Run 1, register map, names as in the netlist:
The bar under the picture is 20 um long.
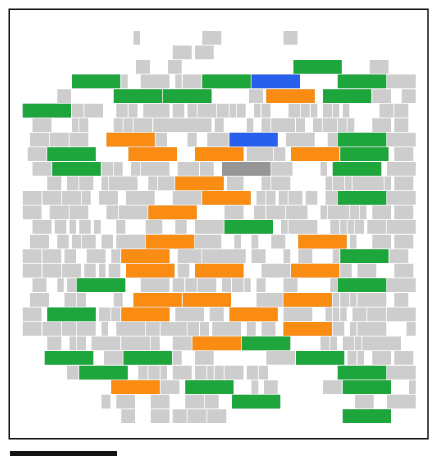
Run 1, metal layers overlaid:
The bar under the picture is 20 um long.
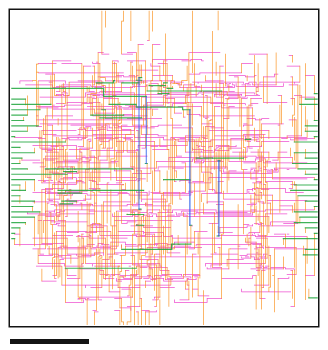
Run 1, placed cells, one color a class:
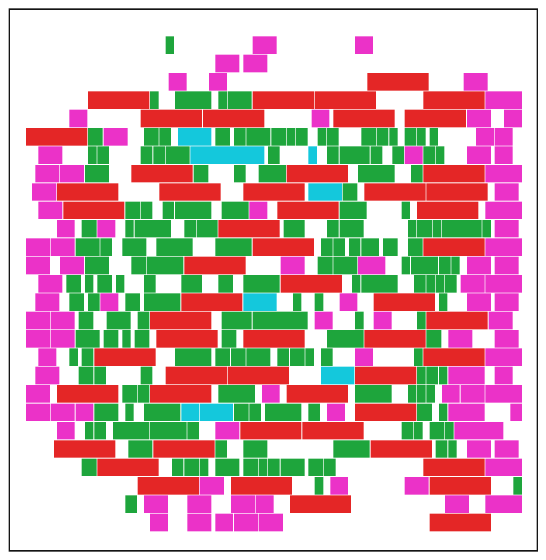
<file path="src/rtl/li_expander_if.sv">
`default_nettype none
// ============================================================================
//  Module   : li_expander_if
//  Brief    : Request/response bundle for the load-immediate expander.
//             The request side carries a destination register and a 32-bit
//             constant; the response side streams encoded MIPS words.
//  Revision : 1.0 - initial release
// ============================================================================
interface li_expander_if;
  logic        in_valid;
  logic        in_ready;
  logic [4:0]  in_rt;
  logic [31:0] in_imm;
  logic        out_valid;
  logic        out_ready;
  logic [31:0] out_instr;
  logic        out_last;

  // Requester / word consumer side
  modport master (
    output in_valid, in_rt, in_imm, out_ready,
    input  in_ready, out_valid, out_instr, out_last
  );

  // Expander side
  modport slave (
    input  in_valid, in_rt, in_imm, out_ready,
    output in_ready, out_valid, out_instr, out_last
  );
endinterface
`default_nettype wire

</file>
<file path="src/rtl/li_expander.sv">
`default_nettype none
// ============================================================================
//  Module   : li_expander
//  Brief    : Expands a 32-bit load-immediate into one or two MIPS words
//             (NOP, ADDIU, LUI, or LUI+ORI). One request in flight; the
//             output word is registered and held under back-pressure.
//  Revision : 1.0 - initial release
// ============================================================================
module li_expander #(
  parameter bit USE_AT = 1'b0
) (
  input  logic          clk,
  input  logic          rst_n,
  li_expander_if.slave  bus
);

  localparam logic [1:0] S_IDLE = 2'd0;
  localparam logic [1:0] S_ONE  = 2'd1;
  localparam logic [1:0] S_HI   = 2'd2;
  localparam logic [1:0] S_LO   = 2'd3;

  localparam logic [5:0] OP_ADDIU = 6'b001001;
  localparam logic [5:0] OP_LUI   = 6'b001111;
  localparam logic [5:0] OP_ORI   = 6'b001101;

  logic [1:0]  state_q, state_d;
  logic [31:0] instr_q, instr_d;
  logic [31:0] ori_q,   ori_d;     // second word parked while the LUI is pending
  logic        last_q,  last_d;

  logic        w_accept;
  logic        w_consume;
  logic        w_fits16;
  logic [4:0]  w_dst;
  logic [31:0] w_addiu;
  logic [31:0] w_lui;
  logic [31:0] w_ori;

  assign w_accept  = bus.in_valid & (state_q == S_IDLE);
  assign w_consume = bus.out_valid & bus.out_ready;

  // Constant fits a sign-extended 16-bit field when bits 31..15 agree.
  assign w_fits16 = (&bus.in_imm[31:15]) | ~(|bus.in_imm[31:15]);
  assign w_dst    = USE_AT ? 5'd1 : bus.in_rt;
  assign w_addiu  = {OP_ADDIU, 5'd0, bus.in_rt, bus.in_imm[15:0]};
  assign w_lui    = {OP_LUI, 5'd0, w_dst, bus.in_imm[31:16]};
  assign w_ori    = {OP_ORI, w_dst, bus.in_rt, bus.in_imm[15:0]};

  // Next-state: classify on acceptance, step through the words on consumption.
  always_comb begin
    state_d = state_q;
    instr_d = instr_q;
    ori_d   = ori_q;
    last_d  = last_q;
    case (state_q)
      S_IDLE: begin
        if (w_accept) begin
          last_d = 1'b1;
          if (bus.in_rt == 5'd0) begin
            state_d = S_ONE;
            instr_d = 32'h0000_0000;
          end else if (w_fits16) begin
            state_d = S_ONE;
            instr_d = w_addiu;
          end else if (bus.in_imm[15:0] == 16'h0000) begin
            state_d = S_HI;
            instr_d = w_lui;
          end else begin
            state_d = S_HI;
            instr_d = w_lui;
            ori_d   = w_ori;
            last_d  = 1'b0;
          end
        end
      end
      S_HI: begin
        if (w_consume) begin
          if (last_q) begin
            state_d = S_IDLE;
            instr_d = 32'h0000_0000;
            last_d  = 1'b0;
          end else begin
            state_d = S_LO;
            instr_d = ori_q;
            last_d  = 1'b1;
          end
        end
      end
      S_ONE, S_LO: begin
        if (w_consume) begin
          state_d = S_IDLE;
          instr_d = 32'h0000_0000;
          last_d  = 1'b0;
        end
      end
      default: begin
        state_d = S_IDLE;
        instr_d = 32'h0000_0000;
        last_d  = 1'b0;
      end
    endcase
  end

  // State and output registers; reset drops any half-emitted pair.
  always_ff @(posedge clk or negedge rst_n) begin
    if (!rst_n) begin
      state_q <= S_IDLE;
      instr_q <= 32'h0000_0000;
      ori_q   <= 32'h0000_0000;
      last_q  <= 1'b0;
    end else begin
      state_q <= state_d;
      instr_q <= instr_d;
      ori_q   <= ori_d;
      last_q  <= last_d;
    end
  end

  assign bus.in_ready  = (state_q == S_IDLE);
  assign bus.out_valid = (state_q != S_IDLE);
  assign bus.out_instr = instr_q;
  assign bus.out_last  = last_q;

endmodule
`default_nettype wire

</file>
<file path="src/flat_wrapper.sv">
// flat-port wrapper written by rule: the top's interface ports become plain ports
module li_expander_flat 
#(
  parameter bit USE_AT = 1'b0
)
  (clk, rst_n, bus_in_valid, bus_in_rt, bus_in_imm, bus_out_ready, bus_in_ready, bus_out_valid, bus_out_instr, bus_out_last);
  li_expander_if bus_i ();
  input  logic clk;
  input  logic rst_n;
  input wire logic [$bits(bus_i.in_valid)-1:0] bus_in_valid;
  input wire logic [$bits(bus_i.in_rt)-1:0] bus_in_rt;
  input wire logic [$bits(bus_i.in_imm)-1:0] bus_in_imm;
  input wire logic [$bits(bus_i.out_ready)-1:0] bus_out_ready;
  output wire logic [$bits(bus_i.in_ready)-1:0] bus_in_ready;
  output wire logic [$bits(bus_i.out_valid)-1:0] bus_out_valid;
  output wire logic [$bits(bus_i.out_instr)-1:0] bus_out_instr;
  output wire logic [$bits(bus_i.out_last)-1:0] bus_out_last;
  assign bus_i.in_valid = bus_in_valid;
  assign bus_i.in_rt = bus_in_rt;
  assign bus_i.in_imm = bus_in_imm;
  assign bus_i.out_ready = bus_out_ready;
  assign bus_in_ready = bus_i.in_ready;
  assign bus_out_valid = bus_i.out_valid;
  assign bus_out_instr = bus_i.out_instr;
  assign bus_out_last = bus_i.out_last;
  li_expander #(.USE_AT(USE_AT)) u_core (.clk(clk), .rst_n(rst_n), .bus(bus_i));
endmodule
</file>
<file path="config.mk">
export PLATFORM = sky130hd
export DESIGN_NAME = li_expander_flat
export DESIGN_NICKNAME = d
export VERILOG_FILES = /design/src/rtl/li_expander_if.sv /design/src/rtl/li_expander.sv /design/src/flat_wrapper.sv
export SDC_FILE = /design/constraint.sdc
export NUM_CORES = 1
export LEC_CHECK = 0
export CAP_MARGIN = 40
export CORE_AREA = 2 2 76 78
export DETAILED_ROUTE_END_ITERATION = 6
export DIE_AREA = 0 0 78 80
export HOLD_SLACK_MARGIN = 0.05
export PLACE_DENSITY = 0.87
export SKIP_CTS_REPAIR_TIMING = 1
export SLEW_MARGIN = 20
export SYNTH_ARGS = -nofsm -noshare
export SYNTH_HDL_FRONTEND = slang
export SYNTH_SLANG_ARGS = --single-unit
</file>
<file path="constraint.sdc">
create_clock -name clk -period 3.87 [get_ports clk]
set_input_delay 1.161 -clock clk [delete_from_list [all_inputs] [get_ports clk]]
set_output_delay 1.161 -clock clk [all_outputs]
set_load 0.1 [all_outputs]
</file>
==> flow_metrics.tcl, run 1 <==
# metrics dict for downstream scripts
set metrics [dict create \
    port_buffers 73 \
    dp_slack_ps 567 \
    grt_first_pass_wirelength_mm 11.6 \
    rsz0062_at_grt "no" \
    simple_gate_share_pct 13.9 \
    grt.overflow.total 0 \
    largest_class "registers" \
    place_inst 395 \
    worstSetupPathType "in -> reg" \
    holdCritStartpoint "u_core.bus.out_instr[24]$_DFFE_PN0P_" \
    drt_drc_violations_left 0 \
    gr-usage-met2_pct 41.4 \
    clkSinkCount 54 \
    tool_warnings 26 \
    mux_share_pct 18.2 \
    r2r_slack_ps 1880 \
    final_nets 373 \
    synth_chip_area_sq_mm 0.00269 \
    wl_met1_mm 3.02 \
    reg2regPathDepth 6 \
    setup_violations 0 \
    cts_buffer_depth 2 \
    hpwl_mm 5.16 \
    adder_share_pct 0 \
    grt-busiest-layer "met2" \
    antenna_found_initial 0 \
    syn2layout_area_growth_pct 37.6 \
    whs_endpoint "u_core.bus.out_instr[24]$_DFFE_PN0P_" \
    crit_fanout 22 \
    h-tree-depth 2 \
    whs_ps 492 \
    critPathLaunchType "input port" \
    yosys.stat.seqShare_pct 50.2 \
    grt_max_degree 37 \
    chipWidth_um 78 \
    path_cells "clkdlybuf4s50_1 -> or4_1 -> nor2_1 -> nor3_2 -> nand2_4 -> mux2_2" \
    clock_latency_ps 310 \
    slew_violations 0 \
    maxCapViolCount 0 \
    fp_util_pct 49.8 \
    layout_top_cell "dfrtp_1" \
    grtUsageTotal_pct 24.1 \
    synthArstFlopShare_pct 100 \
    synth_flops 54 \
    fin_crit_ps 3000 \
    grtUsageMet3_pct 5.20 \
    routedWlPerCell_um 17.4 \
    nonClockBufferCount 93 \
    clk_share_pct 2.97 \
    syn_area_sq_mm 0.00269 \
    outcome "completed" \
    path_buffers 1 \
    avgSynthCellArea_sq_um 10.8 \
    path_depth 6 \
    initialDrtViolationCount 125 \
    worstPathRequired_ps 4070 \
    largest_register_ffs 29 \
    min_path_type "reg -> reg" \
    ys_sh_xor_pct 0 \
    pin_count 76 \
    ys_cells 249 \
    lay_top_cells "dfrtp_1 (54), clkdlybuf4s50_1 (50), buf_4 (29), o21ai_0 (25), nor2_1 (24)" \
    buffer_area_share_pct 24.8 \
    dpl_cell_area_sq_mm 0.00357 \
    rr_endpoint "u_core.ori_q[3]$_DFFE_PN0P_" \
]
## Picture notes: 'register map, names as in the netlist'
- green: u_core.bus.out_instr (flops 29; where spread over the die)
- orange: u_core.ori_q (flops 22)
- blue: u_core.state_q (flops 2)
- not colored: 1
fin util: 68.6%
Register Area: 0.00135 sq mm
fraction of area in registers: 36.4%

## Picture notes: 'metal layers overlaid'
- green: met3 (wire length 470 um)
- orange: met2 (wire length 3450 um)
- blue: met4 (wire length 98.6 um)
- magenta: met1 (wire length 3020 um)
total number of vias: 2302
WL final: 7.04 mm

## Picture notes: 'placed cells, one color a class'
- magenta: other buffers and delay cells (cells 93)
- green: all other logic (cells 178)
- cyan: clock drivers and dummy loads (cells 8)
- red: flip-flops (cells 54)
Core ar.: 0.00541 sq mm
Cell Rows: 27
fin area: 0.00371 sq mm

[run 1: Yosys cell counts (3+ instances only)]
| cell | count | area share, % |
|---|---|---|
| nand3_1 | 3 | 0.56 |
| nand4_1 | 4 | 0.93 |
| mux2_4 | 19 | 11 |
| nor2_1 | 24 | 3.3 |
| nand2_1 | 20 | 2.8 |
| o22ai_1 | 15 | 3.5 |
| buf_2 | 4 | 0.74 |
| nor4_1 | 8 | 1.9 |
| a21oi_1 | 19 | 3.5 |
| a31oi_1 | 4 | 0.93 |
| buf_6 | 3 | 1.3 |
| clkbuf_1 | 6 | 0.84 |
| buf_4 | 4 | 1.1 |
| dfrtp_1 | 54 | 50 |
| o21ai_0 | 25 | 4.6 |
| mux2i_1 | 16 | 5.9 |
==> run 1 -> run 2 <==
CORE_AREA = 2 2 83 85   (was 2 2 76 78)
DIE_AREA = 0 0 85 87   (was 0 0 78 80)
PLACE_DENSITY = 0.78   (was 0.87)
clock period = 2.74 ns   (was 3.87 ns; I/O delays follow)
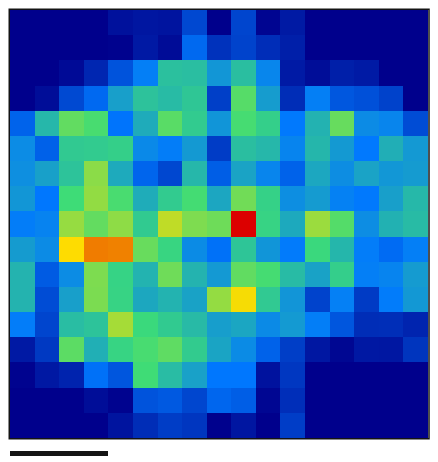
Run 2: routed metal per tile
The bar under the picture is 20 um long. 17 x 17 tiles, from dark blue (low) to red (high), scaled to the fullest tile. Values are wire area over tile area, all layers added.
- tiles over half the peak: 13%
- nearly empty tiles: 19%
- emptiest ninth of the die: lower right
- mean over tiles: 0.15
- fullest tile: 0.58
total number of vias: 2305
Tot GR Track Use: 19.0%

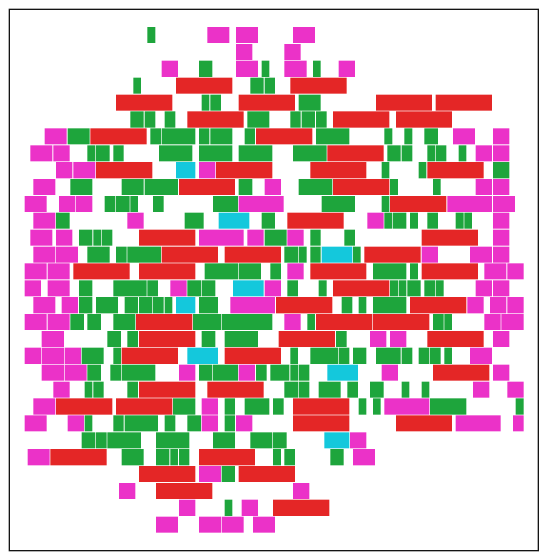
Run 2: placed cells, one color a class
fin util: 56.9%
Core ar.: 0.00657 sq mm

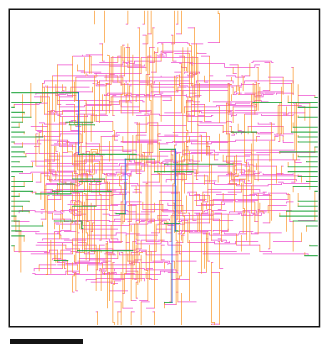
Run 2: metal layers overlaid
The bar under the picture is 20 um long.
- orange: met2 (wire length 3270 um)
- magenta: met1 (wire length 3250 um)
- blue: met4 (wire length 76.2 um)
- green: met3 (wire length 437 um)
wire length per cell: 16.6 um

==> run 2 against run 1 <==
Net effect: critical path depth rose by 1; setup slack got worse by 640 ps; critical endpoint is now u_core.ori_q[10]$_DFFE_PN0P_; critical path type unchanged; flip-flop count did not move; register-to-register slack got worse by 1100 ps; hold slack barely moved.
==> flow_metrics.tcl, run 2 <==
# metrics dict for downstream scripts
set metrics [dict create \
    outcome "completed" \
    die_area_sq_mm 0.00740 \
    final_nets 384 \
    synthTopCellsByArea "dfrtp_1 (50%), mux2_4 (11%), mux2i_1 (5.9%)" \
    fmax_mhz 398 \
    dpl_cell_area_sq_mm 0.00364 \
    final_area_sq_mm 0.00374 \
    grt-busiest-layer "met2" \
    top_cell_area_share_pct 50.2 \
    synth_chip_area_sq_mm 0.00269 \
    clock_latency_ps 320 \
    syn_area_sq_mm 0.00269 \
    largest_register_ffs 29 \
    core.rowCount 30 \
    setup_violations 0 \
    whs_ps 492 \
    synthArstFlopShare_pct 100 \
    top_area_cell "dfrtp_1" \
    fp_util_pct 41.0 \
    ys_sh_xor_pct 0 \
    pin_count 76 \
    avgSynthCellArea_sq_um 10.8 \
    rr_endpoint "u_core.ori_q[10]$_DFFE_PN0P_" \
    layout_top_cell "buf_4" \
    synth_flops 54 \
    worstSetupPathType "in -> reg" \
    die_h_um 87 \
    min_path_type "reg -> reg" \
    dp_slack_ps -108 \
    routed_wl_mm 7.04 \
    lay_top_cells "buf_4 (58), dfrtp_1 (54), clkdlybuf4s50_1 (39), o21ai_0 (25), nor2_1 (24)" \
    grt_first_pass_wirelength_mm 11.1 \
    maxCapViolCount 0 \
    r2r-start "u_core.state_q[0]$_DFFE_PN0P_" \
    endpoint_kind "flop" \
    grt.overflow.total 0 \
    top_cells_by_count "dfrtp_1 (54), o21ai_0 (25), nor2_1 (24), nand2_1 (20)" \
    cts_buffer_depth 2 \
    drive_gt1_share_pct 29.4 \
    port_buffers 73 \
    whs_endpoint "u_core.bus.out_instr[21]$_DFFE_PN0P_" \
    h-tree-depth 2 \
    gr-usage-met2_pct 30.0 \
    rsz0062_at_grt "no" \
    fin_crit_ps 2510 \
    critPathLaunchType "input port" \
    adder_share_pct 0 \
    synth_dominant_cell_count "dfrtp_1" \
    r2r_slack_ps 820 \
    hpwl_mm 5.20 \
    worstPathRequired_ps 2940 \
    ys_cells 249 \
    antenna_found_initial 0 \
    clkSinkCount 54 \
    grtUsageMet3_pct 2.84 \
    mux_share_pct 18.2 \
    grt_max_degree 44 \
    postRouteAntennaNets 0 \
    place_inst 416 \
    slew_violations 0 \
    synth_cells 249 \
    tool_warnings 26 \
    syn2layout_area_growth_pct 38.7 \
    crit_fanout 9 \
    chipWidth_um 85 \
    yosys.stat.seqShare_pct 50.2 \
    simple_gate_share_pct 13.9 \
    reg2regPathDepth 7 \
    drt_drc_violations_left 0 \
    holdCritStartpoint "u_core.bus.out_instr[21]$_DFFE_PN0P_" \
    initialDrtViolationCount 169 \
]
==> run 2: cell counts after synthesis <==
No cell type changed its count.
==> run 2: layout make-up <==
cell class / instances / area (sq um)
Clock inverter: 3 / 28.8
Multi-Input combinational cell: 177 / 1220
Clock buffer: 5 / 68.8
Inverter: 1 / 16.3
Sequential cell: 54 / 1350
Timing Repair Buffer: 104 / 951
Fill cell: 578 / 2830
Tap cell: 80 / 100
==> run 2: critical path, stage by stage <==
cell and delay (ps):
clkdlybuf4s50_1 430, or4_1 540, nor2_1 220, nor3_2 100
nand2_4 140, buf_12 150, mux2_4 300
==> run 2: routing by layer <==
layer	routed length, um	part of all wire [%]
met3	437	6.2
met2	3270	47
met5	0	0
met1	3250	46
met4	76	1.1
